### config.mk
export PLATFORM = sky130hd
export DESIGN_NAME = p2r_cordic
export DESIGN_NICKNAME = d
export VERILOG_FILES = /design/src/rtl/p2r_pkg.sv /design/src/rtl/p2r_micro_rot.sv /design/src/rtl/p2r_cordic.sv
export SDC_FILE = /design/constraint.sdc
export NUM_CORES = 1
export LEC_CHECK = 0
export CORE_MARGIN = 1.5
export CORE_UTILIZATION = 46
export DETAILED_ROUTE_END_ITERATION = 16
export SLEW_MARGIN = 20
export SYNTH_ARGS = -nofsm -noshare
export SYNTH_HDL_FRONTEND = slang
export SYNTH_SLANG_ARGS = --single-unit
export TNS_END_PERCENT = 10
### constraint.sdc
create_clock -name clk -period 20.7 [get_ports clk]
set_input_delay 5.175 -clock clk [delete_from_list [all_inputs] [get_ports clk]]
set_output_delay 5.175 -clock clk [all_outputs]
set_load 0.02 [all_outputs]
### src/rtl/p2r_pkg.sv
// Shared types and constants for the polar-to-rectangular CORDIC.
// Angles are 16-bit signed in units of 1/128 degree.
package p2r_pkg;

  typedef enum logic [1:0] {IDLE, PRESCALE, ROTATE, DONE} state_t;

  localparam int ITER_MAX  = 12;
  localparam int CNT_W     = $clog2(ITER_MAX + 1);
  localparam int ANG_W     = 16;
  localparam int ANG_SCALE = 128;

  localparam logic signed [ANG_W-1:0] ANG_90  = 16'sd11520;
  localparam logic signed [ANG_W-1:0] ANG_180 = 16'sd23040;

  // Gain compensation K ~ 0.6074 as a sum of shifted radius terms.
  localparam int K_TERMS = 5;
  localparam int K_SHIFT [K_TERMS] = '{1, 3, 6, 9, 13};
  localparam logic [K_TERMS-1:0] K_SUB = 5'b11100;  // bit i set: term i is subtracted

  function automatic logic signed [ANG_W-1:0] atan_of(input logic [CNT_W-1:0] i);
    case (i)
      4'd0:    atan_of = 16'sd5760;
      4'd1:    atan_of = 16'sd3400;
      4'd2:    atan_of = 16'sd1797;
      4'd3:    atan_of = 16'sd912;
      4'd4:    atan_of = 16'sd458;
      4'd5:    atan_of = 16'sd229;
      4'd6:    atan_of = 16'sd115;
      4'd7:    atan_of = 16'sd57;
      4'd8:    atan_of = 16'sd29;
      4'd9:    atan_of = 16'sd14;
      4'd10:   atan_of = 16'sd7;
      4'd11:   atan_of = 16'sd4;
      default: atan_of = 16'sd0;
    endcase
  endfunction

endpackage

### src/rtl/p2r_micro_rot.sv
// One rotation-mode CORDIC micro-rotation, purely combinational.
module p2r_micro_rot
  import p2r_pkg::*;
#(
  parameter int DW = 34
) (
  input  logic signed [DW-1:0]    x_in,
  input  logic signed [DW-1:0]    y_in,
  input  logic signed [ANG_W-1:0] z_in,
  input  logic [CNT_W-1:0]        shift,
  input  logic signed [ANG_W-1:0] atan,
  output logic signed [DW-1:0]    x_next,
  output logic signed [DW-1:0]    y_next,
  output logic signed [ANG_W-1:0] z_next
);

  logic signed [DW-1:0] x_sh;
  logic signed [DW-1:0] y_sh;
  logic                 rot_pos;

  assign x_sh    = x_in >>> shift;
  assign y_sh    = y_in >>> shift;
  assign rot_pos = ~z_in[ANG_W-1];

  assign x_next = rot_pos ? (x_in - y_sh) : (x_in + y_sh);
  assign y_next = rot_pos ? (y_in + x_sh) : (y_in - x_sh);
  assign z_next = rot_pos ? (z_in - atan) : (z_in + atan);

endmodule

### src/rtl/p2r_cordic.sv
// Iterative polar-to-rectangular converter: radius/degree angle in, signed x/y out,
// one micro-rotation per cycle behind valid/ready handshakes.
module p2r_cordic
  import p2r_pkg::*;
#(
  parameter int WIDTH = 31,
  parameter int ITER  = 12,
  parameter int GUARD = 2
) (
  input  logic           clk,
  input  logic           rst,
  input  logic           in_valid,
  output logic           in_ready,
  input  logic [WIDTH:0] radius,
  input  logic [8:0]     angle,
  output logic           out_valid,
  input  logic           out_ready,
  output logic [WIDTH:0] x_out,
  output logic [WIDTH:0] y_out
);

  localparam int DW   = WIDTH + 1 + GUARD;
  localparam int A_SH = $clog2(ANG_SCALE);
  localparam logic [CNT_W-1:0]     LAST    = CNT_W'(ITER - 1);
  localparam logic signed [DW-1:0] SAT_MAX = {{(GUARD + 1){1'b0}}, {WIDTH{1'b1}}};
  localparam logic signed [DW-1:0] SAT_MIN = {{(GUARD + 1){1'b1}}, {WIDTH{1'b0}}};

  state_t                  state_reg, state_next;
  logic [CNT_W-1:0]        cnt_reg;
  logic [WIDTH:0]          radius_reg;
  logic signed [DW-1:0]    x_reg, y_reg;
  logic signed [ANG_W-1:0] z_reg;
  logic                    neg_reg;
  logic [WIDTH:0]          x_out_reg, y_out_reg;

  // Angle wrap into [-180,180], then fold outer quadrants into [-90,90].
  logic signed [9:0]       a_ext, a_red;
  logic signed [ANG_W-1:0] z_fp, z_cap;
  logic                    neg_cap;

  always_comb begin
    a_ext = {angle[8], angle};
    a_red = a_ext;
    if (a_ext > 10'sd180)
      a_red = a_ext - 10'sd360;
    else if (a_ext < -10'sd180)
      a_red = a_ext + 10'sd360;
    z_fp    = {{(ANG_W - 10){a_red[9]}}, a_red} <<< A_SH;
    z_cap   = z_fp;
    neg_cap = 1'b0;
    if (z_fp > ANG_90) begin
      z_cap   = z_fp - ANG_180;
      neg_cap = 1'b1;
    end else if (z_fp < -ANG_90) begin
      z_cap   = z_fp + ANG_180;
      neg_cap = 1'b1;
    end
  end

  logic [DW-1:0] r_ext;
  logic [DW-1:0] k_term [K_TERMS];
  logic [DW-1:0] r_scaled;

  assign r_ext = {{GUARD{1'b0}}, radius_reg};

  generate
    for (genvar gi = 0; gi < K_TERMS; gi++) begin : g_k
      assign k_term[gi] = r_ext >> K_SHIFT[gi];
    end
  endgenerate

  // Additive terms come first in the list, so the unsigned sum never underflows.
  always_comb begin
    r_scaled = '0;
    for (int i = 0; i < K_TERMS; i++)
      r_scaled = K_SUB[i] ? (r_scaled - k_term[i]) : (r_scaled + k_term[i]);
  end

  logic signed [ANG_W-1:0] atan_val;
  logic signed [DW-1:0]    x_rot, y_rot;
  logic signed [ANG_W-1:0] z_rot;

  assign atan_val = atan_of(cnt_reg);

  p2r_micro_rot #(.DW(DW)) u_rot (
    .x_in   (x_reg),
    .y_in   (y_reg),
    .z_in   (z_reg),
    .shift  (cnt_reg),
    .atan   (atan_val),
    .x_next (x_rot),
    .y_next (y_rot),
    .z_next (z_rot)
  );

  logic signed [DW-1:0] x_fix, y_fix;
  assign x_fix = neg_reg ? -x_rot : x_rot;
  assign y_fix = neg_reg ? -y_rot : y_rot;

  function automatic logic [WIDTH:0] sat(input logic signed [DW-1:0] v);
    if (v > SAT_MAX)
      sat = {1'b0, {WIDTH{1'b1}}};
    else if (v < SAT_MIN)
      sat = {1'b1, {WIDTH{1'b0}}};
    else
      sat = v[WIDTH:0];
  endfunction

  always_comb begin
    state_next = state_reg;
    case (state_reg)
      IDLE:     if (in_valid) state_next = PRESCALE;
      PRESCALE: state_next = ROTATE;
      ROTATE:   if (cnt_reg == LAST) state_next = DONE;
      DONE:     if (out_ready) state_next = IDLE;
      default:  state_next = IDLE;
    endcase
  end

  always_ff @(posedge clk) begin
    if (rst) begin
      state_reg  <= IDLE;
      cnt_reg    <= '0;
      radius_reg <= '0;
      x_reg      <= '0;
      y_reg      <= '0;
      z_reg      <= '0;
      neg_reg    <= 1'b0;
      x_out_reg  <= '0;
      y_out_reg  <= '0;
    end else begin
      state_reg <= state_next;
      case (state_reg)
        IDLE: begin
          if (in_valid) begin
            radius_reg <= radius;
            z_reg      <= z_cap;
            neg_reg    <= neg_cap;
          end
        end
        PRESCALE: begin
          x_reg   <= r_scaled;
          y_reg   <= '0;
          cnt_reg <= '0;
        end
        ROTATE: begin
          x_reg   <= x_rot;
          y_reg   <= y_rot;
          z_reg   <= z_rot;
          cnt_reg <= cnt_reg + CNT_W'(1);
          if (cnt_reg == LAST) begin
            x_out_reg <= sat(x_fix);
            y_out_reg <= sat(y_fix);
          end
        end
        default: ;
      endcase
    end
  end

  assign in_ready  = (state_reg == IDLE);
  assign out_valid = (state_reg == DONE);
  assign x_out     = x_out_reg;
  assign y_out     = y_out_reg;

endmodule

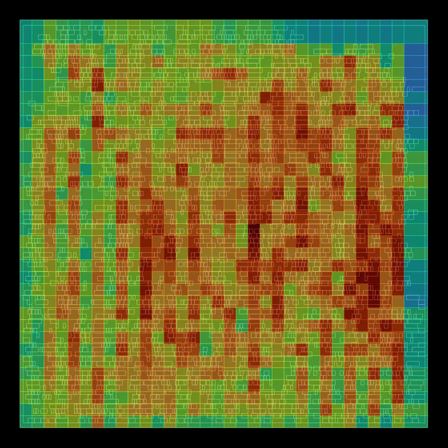
run_1/final_congestion.png
met2 Track Usage GR: 48.66%
met3 Use GR: 3.478%
wire per inst: 20.18 µm

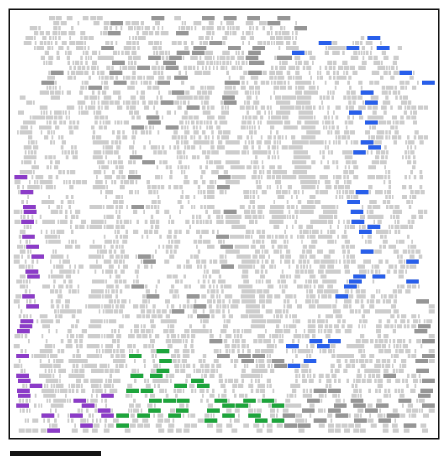
run_1/registers.png
Bar = 50 µm. Other sequential cells in the stronger gray, the rest of the logic in the fainter gray.
legend:
  y_reg:
    color: blue
    flops: 34
    where: a column on the right
  x_out:
    color: green
    flops: 32
  radius_reg:
    color: purple
    flops: 31
Seq/total area: 15.03%
Layout Utilization: 50.42%
Flop area: 0.003999 mm²

==> metrics.csv, run 1 <==
metric;value;unit
worstSetupStartpointType;register;
htree_num_levels;4;
path_delay_family;AND-OR/OR-AND gates;
post_cts_resized;0;
ys_types;114;
drc;0;
die_h;234.3;µm
top_cells_by_area;dfxtp_1, ha_1, xnor2_1;
slowest_delay;0.93;ns
edf_count;0;
final_cells;3875;
dp_cells;3843;
top_area_share;16.19;%
final_layout_top_logic_cell;nor2_1;
drive_above_1_share;7.342;%
synthFlopType;dfxtp_1;
drt_iter0_drc;1867;
ant_nets;0;
netlist_instances;3188;
antenna_found_initial;0;
warnings;46;
clk_pin_slew;0.08;ns
n_fill_cell;5290;
crit_chain;buf_4, mux4_2, and2_0, a311oi_1, o21bai_1, ha_1, nor2b_1, and4_1, a21oi_1, xnor2_1, ha_1, nand2_1, nor2_1, nand3_1, o311ai_0, nand3_1, a211o_1, a211oi_1, nand4b_1, o31ai_1, xnor2_4, o21ai_4, a311oi_1;
cp.arrival;9.91;ns
stdcell_area;0.02660;mm²
slew_violations;0;
hold_path_class;register to register;
gr-total-overflow;0;
end_kind;register;
initCoreUtil;46.65;%
dieArea;0.05490;mm²
cts_root_buf;clkbuf_16;
numCtsBuffers;17;
hold_slack;0.4581;ns
lay_top_cells;nor2_1, nand2_1, a21oi_1;
crit_type;register to register;
min_period;9.498;ns
ys_cells;3188;
tightest_slew;1.054;ns
gp_congestion;0.9707;
ys_ff;199;
top_cells_by_count;nor2_1, nand2_1, a21oi_1;
dp_hpwl;60840;µm
postCtsSetupBuffers;0;
fp.dieW;234.3;µm
crit_required;21.11;ns
path_buffers;1;
grt_max_degree;106;
grt_pass1_wl;122600;µm
io_buffers;109;
clockBufferDepth;2;
io-pin-count;111;
rows;84;
dr.pass1.iters;6;
clock_skew;0.01617;ns
crit_fanout;64;
period_used_share;45.88;%
hold_violations;0;
comb_area;0.01894;mm²
dpl-instance-area;0.02600;mm²
rsz0062_at_grt;no;
synth_top_cell_by_count;nor2_1;
maxSlewHeadroom;28.84;%
first_global_vias;22410;
worstSkewPairLatency;0.52;ns
status;finished clean;
finalSetupTns;0;ns
ys_seq_share;16.19;%
setup_viol;0;
ys_warn_count;0;
yosysTopAreaCell;dfxtp_1;
syn-num-nets;3451;
insertedDiodeCount;0;
cts_tree;yes;
critPathSlowestCell;dfxtp_4;
area_delta_synth_final;8.093;%
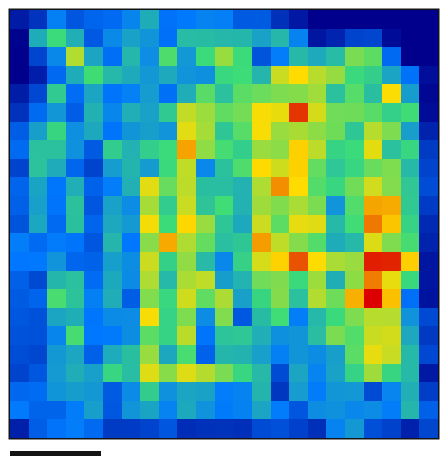
run_1/wire_density.png
Bar = 50 µm. 23 x 23 tiles, from dark blue (low) to red (high), scaled to the fullest tile. Values are wire area over tile area, all layers added.
fullest tile: 0.59
mean over tiles: 0.23
nearly empty tiles: 2.8%
total track usage: 28.49%
drt total wl: 78,200 µm
Via Count: 23,420

==> run 1: cells by family after synthesis <==
| kind of cell | after synthesis | share of synthesized area, % |
|---|---|---|
| buffers and inverters | 396 | 7.071 |
| xor gates and xnor gates | 252 | 9.176 |
| muxes | 167 | 10.42 |
| AOI/OAI and AO/OA | 968 | 25.72 |
| adders and majority gates | 218 | 12.55 |
| and+or+nand+nor | 988 | 18.88 |
| DFF | 199 | 16.19 |
==> run 1: area by class of cell <==
class                           instances  share of cell area, %
Multi-Input combinational cell       2593                  71.18
Sequential cell                       199                  15.03
Timing Repair Buffer                  150                  5.263
Tap cell                              688                  3.236
Inverter                              213                  3.005
Clock buffer                           18                  1.613
Clock inverter                         14                 0.6725
==> run 1: worst paths after layout <==
check	start	endpoint	slack (ns)	cells after the start
setup / recovery	cnt_reg[1]	x_out[15]	11.20	23
hold / removal	radius_reg[5]	radius_reg[5]	0.46	2
setup reg to reg	cnt_reg[1]	x_out[15]	11.20	23
hold reg to reg	radius_reg[5]	radius_reg[5]	0.46	2
==> run 1: routing by layer <==
metal / global-route usage [%] / vias up / wire (µm)
li1: - / 11520 / -
met1: 34.97 / 11150 / 33540
met3: 3.478 / 131 / 3437
met4: 15.09 / 0 / 3974
met2: 48.66 / 608 / 37240
met5: 0 / - / 0
==> run 1: per-stage QoR <==
stage | setup WS (ns)
floorplan | 13.02
global placement | 11.12
detailed placement | 11.30
CTS | 11.26
global route | 10.69
finish | 11.20
run_1/cell_classes.png
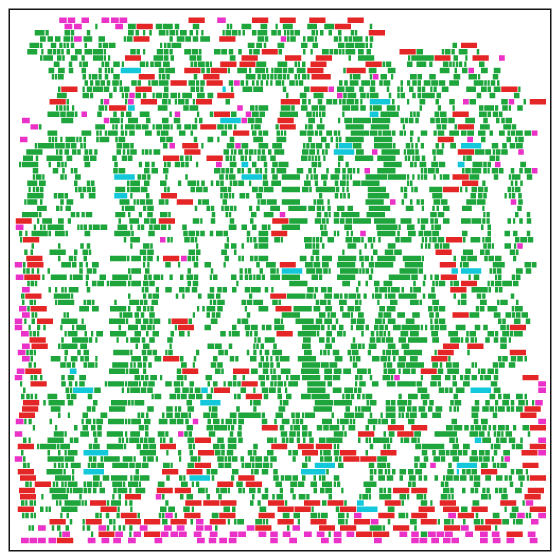

==> inputs of run 2 (changes only) <==
--- a/config.mk
+++ b/config.mk
@@ -8,6 +8,7 @@
 export CORE_MARGIN = 1.5
 export CORE_UTILIZATION = 46
 export DETAILED_ROUTE_END_ITERATION = 16
+export PLACE_DENSITY = 0.66
 export SLEW_MARGIN = 20
 export SYNTH_ARGS = -nofsm -noshare
 export SYNTH_HDL_FRONTEND = slang
==> constraint.sdc (replaced) <==
create_clock -name clk -period 8.4 [get_ports clk]
set_input_delay 2.1 -clock clk [delete_from_list [all_inputs] [get_ports clk]]
set_output_delay 2.1 -clock clk [all_outputs]
set_load 0.02 [all_outputs]
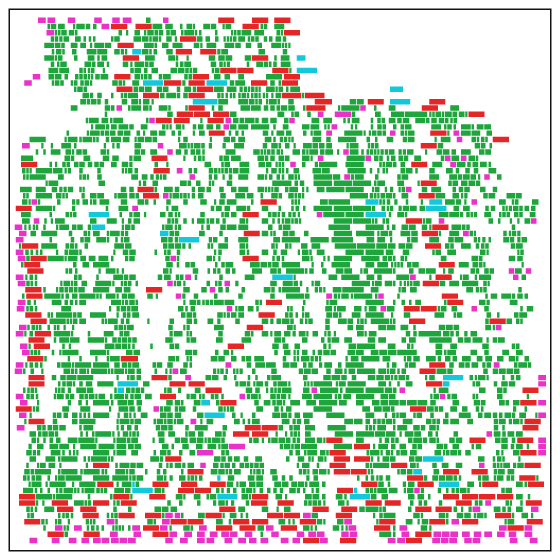
run_2/cell_classes.png
legend:
  other buffers and delay cells:
    color: magenta
    cells: 180
    share_of_their_area: 6.4%
  all other logic:
    color: green
    cells: 2,806
    share_of_their_area: 76%
  clock drivers and dummy loads:
    color: cyan
    cells: 32
    share_of_their_area: 2.3%
  flip-flops:
    color: red
    cells: 199
    share_of_their_area: 15%
Core ar.: 0.05276 mm²
Layout Utilization: 50.89%
Seq/total area: 14.89%

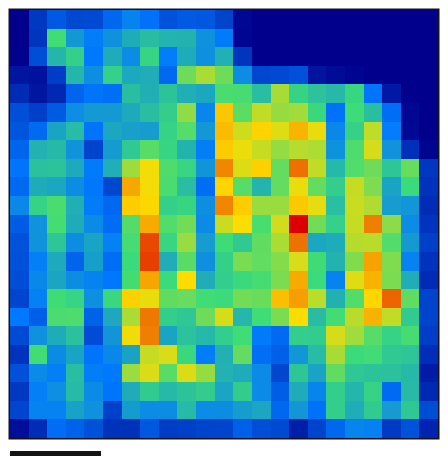
run_2/wire_density.png
Bar = 50 µm. 23 x 23 tiles, from dark blue (low) to red (high), scaled to the fullest tile. Values are wire area over tile area, all layers added.
fullest tile: 0.61
tiles over half the peak: 29%
densest ninth of the die: center
Via Count: 23,830
total track usage: 28.21%
wire per inst: 19.87 µm

==> run 2 against run 1 <==
The run now ends with design-rule violations left. Register-to-register slack worse by 11 ns. Clock skew is 0.0052 ns lower. Cell area grew 0.92%. Sequential share of layout area shrank 0.14 points. Synthesized cell count stayed put. Via count is 1.8% higher. Flip-flop count stayed put. Largest cell class unchanged.
==> metrics.csv, run 2 <==
metric;value;unit;change
htree_num_levels;4;;unchanged
dieArea;0.05490;mm²;unchanged
dr.pass1.iters;13;;+7
crit_required;8.80;ns;-12.31 ns
postCtsSetupBuffers;0;;unchanged
rsz0062_at_grt;no;;
status;complete, but fails checks;;
first_global_vias;22750;;+1.5%
io_buffers;109;;unchanged
lay_top_cells;nor2_1, nand2_1, a21oi_1;;
worstSkewPairLatency;0.51;ns;about the same
cts_tree;yes;;
top_area_share;16.19;%;unchanged
initCoreUtil;46.65;%;unchanged
insertedDiodeCount;0;;unchanged
gp_congestion;0.9699;;about the same
area_delta_synth_final;9.090;%;
drive_above_1_share;8.237;%;+0.90 points
clk_pin_slew;0.08;ns;about the same
critPathCapture;x_out[25];;
min_period;7.762;ns;-1.736 ns
slew_violations;0;;unchanged
min_path_cells;2;;unchanged
r2r_slack;0.64;ns;-10.56 ns
warnings;46;;unchanged
hold_violations;0;;unchanged
setup_viol;0;;unchanged
clock_skew;0.01102;ns;-0.005153 ns
die_h;234.3;µm;unchanged
reg2reg_from;cnt_reg[1];;
crit_type;register to register;;
syn-num-nets;3451;;unchanged
end_kind;register;;
antenna_found_initial;0;;unchanged
clockBufferDepth;2;;unchanged
period_used_share;92.41;%;+47 points
synthFlopType;dfxtp_1;;
ys_cells;3188;;unchanged
dp_cells;3873;;+0.78%
post_cts_resized;0;;unchanged
final_layout_top_logic_cell;nor2_1;;
maxSlewHeadroom;33.27;%;+4.4 points
crit_fanout;53;;-17%
io-pin-count;111;;unchanged
cp.arrival;8.17;ns;-1.74 ns
rows;84;;unchanged
drt_iter0_drc;1840;;-1.4%
ys_types;114;;unchanged
ant_nets;0;;unchanged
synth_top_cell_by_count;nor2_1;;
grt_max_degree;102;;-3.8%
startpoint;cnt_reg[1];;
top_cells_by_count;nor2_1, nand2_1, a21oi_1;;
whs_endpoint;radius_reg[4];;
final_cells;3905;;+0.77%
yosysTopAreaCell;dfxtp_1;;
worstSetupStartpointType;register;;
hold_path_class;register to register;;
drc;1;;+1
edf_count;0;;unchanged
top_cells_by_area;dfxtp_1, ha_1, xnor2_1;;
violations;design-rule violations;;
netlist_instances;3188;;unchanged
numCtsBuffers;17;;unchanged
finalSetupTns;0;ns;unchanged
ys_warn_count;0;;unchanged
-- run 2: metrics by stage --
step / hold slack (ns) / setup WS (ns) / area [µm²]
floorplan: 0.4356 / 0.8951 / 24610
global placement: 0.4449 / 0.8425 / 26240
detailed placement: 0.4529 / 0.7495 / 26240
CTS: 0.4675 / 0.7070 / 26850
global route: 0.4939 / 0.1181 / 26850
finish: 0.4647 / 0.6377 / 26850
-- run 2: worst max-delay path, stage by stage (launching register included) --
cell and delay [ns]:
dfxtp_4 0.85, mux4_2 0.62, and2_0 0.17, a311oi_1 0.37, o21bai_1 0.25, ha_1 0.23
nor2b_1 0.30, and4_1 0.39, a21oi_1 0.12, xnor2_1 0.25, ha_1 0.41, a21oi_1 0.31
o21ai_0 0.13, a21oi_1 0.16, o311ai_0 0.26, buf_4 0.24, a21o_1 0.18, a211o_1 0.40
a211oi_1 0.34, buf_4 0.21, nand4b_1 0.12, buf_4 0.20, or3_1 0.37, nand3_1 0.14
buf_12 0.18, o21ai_0 0.11, a311oi_1 0.29
-- run 2: final cells by class --
class                   instances  area (µm²)
clock buffers                  18       429.2
clock inverters                14       178.9
fillers                      5121       25910
inverters                     213       799.5
multi-input cells            2593       18920
flip-flops and latches        199        3999
well taps                     688       860.8
repair buffers                180        1663
-- run 2: layer usage --
metal / routed length, µm / track usage [%] / up-vias
met5: 0 / 0 / -
met4: 3748 / 13.83 / 0
met3: 4153 / 3.903 / 172
met2: 37230 / 48.03 / 750
met1: 32470 / 34.90 / 11310
li1: - / - / 11600
-- run 2: kinds of logic (layout without fill, tap and decap cells) --
group           Yosys count  in the layout  synth area share (%)
compound gates          968            968                 25.72
xor+xnor                252            252                 9.176
fa+ha+maj               218            218                 12.55
buf+inv                 396            425                 7.071
flops                   199            199                 16.19
mux                     167            167                 10.42
simple gates            988            988                 18.88
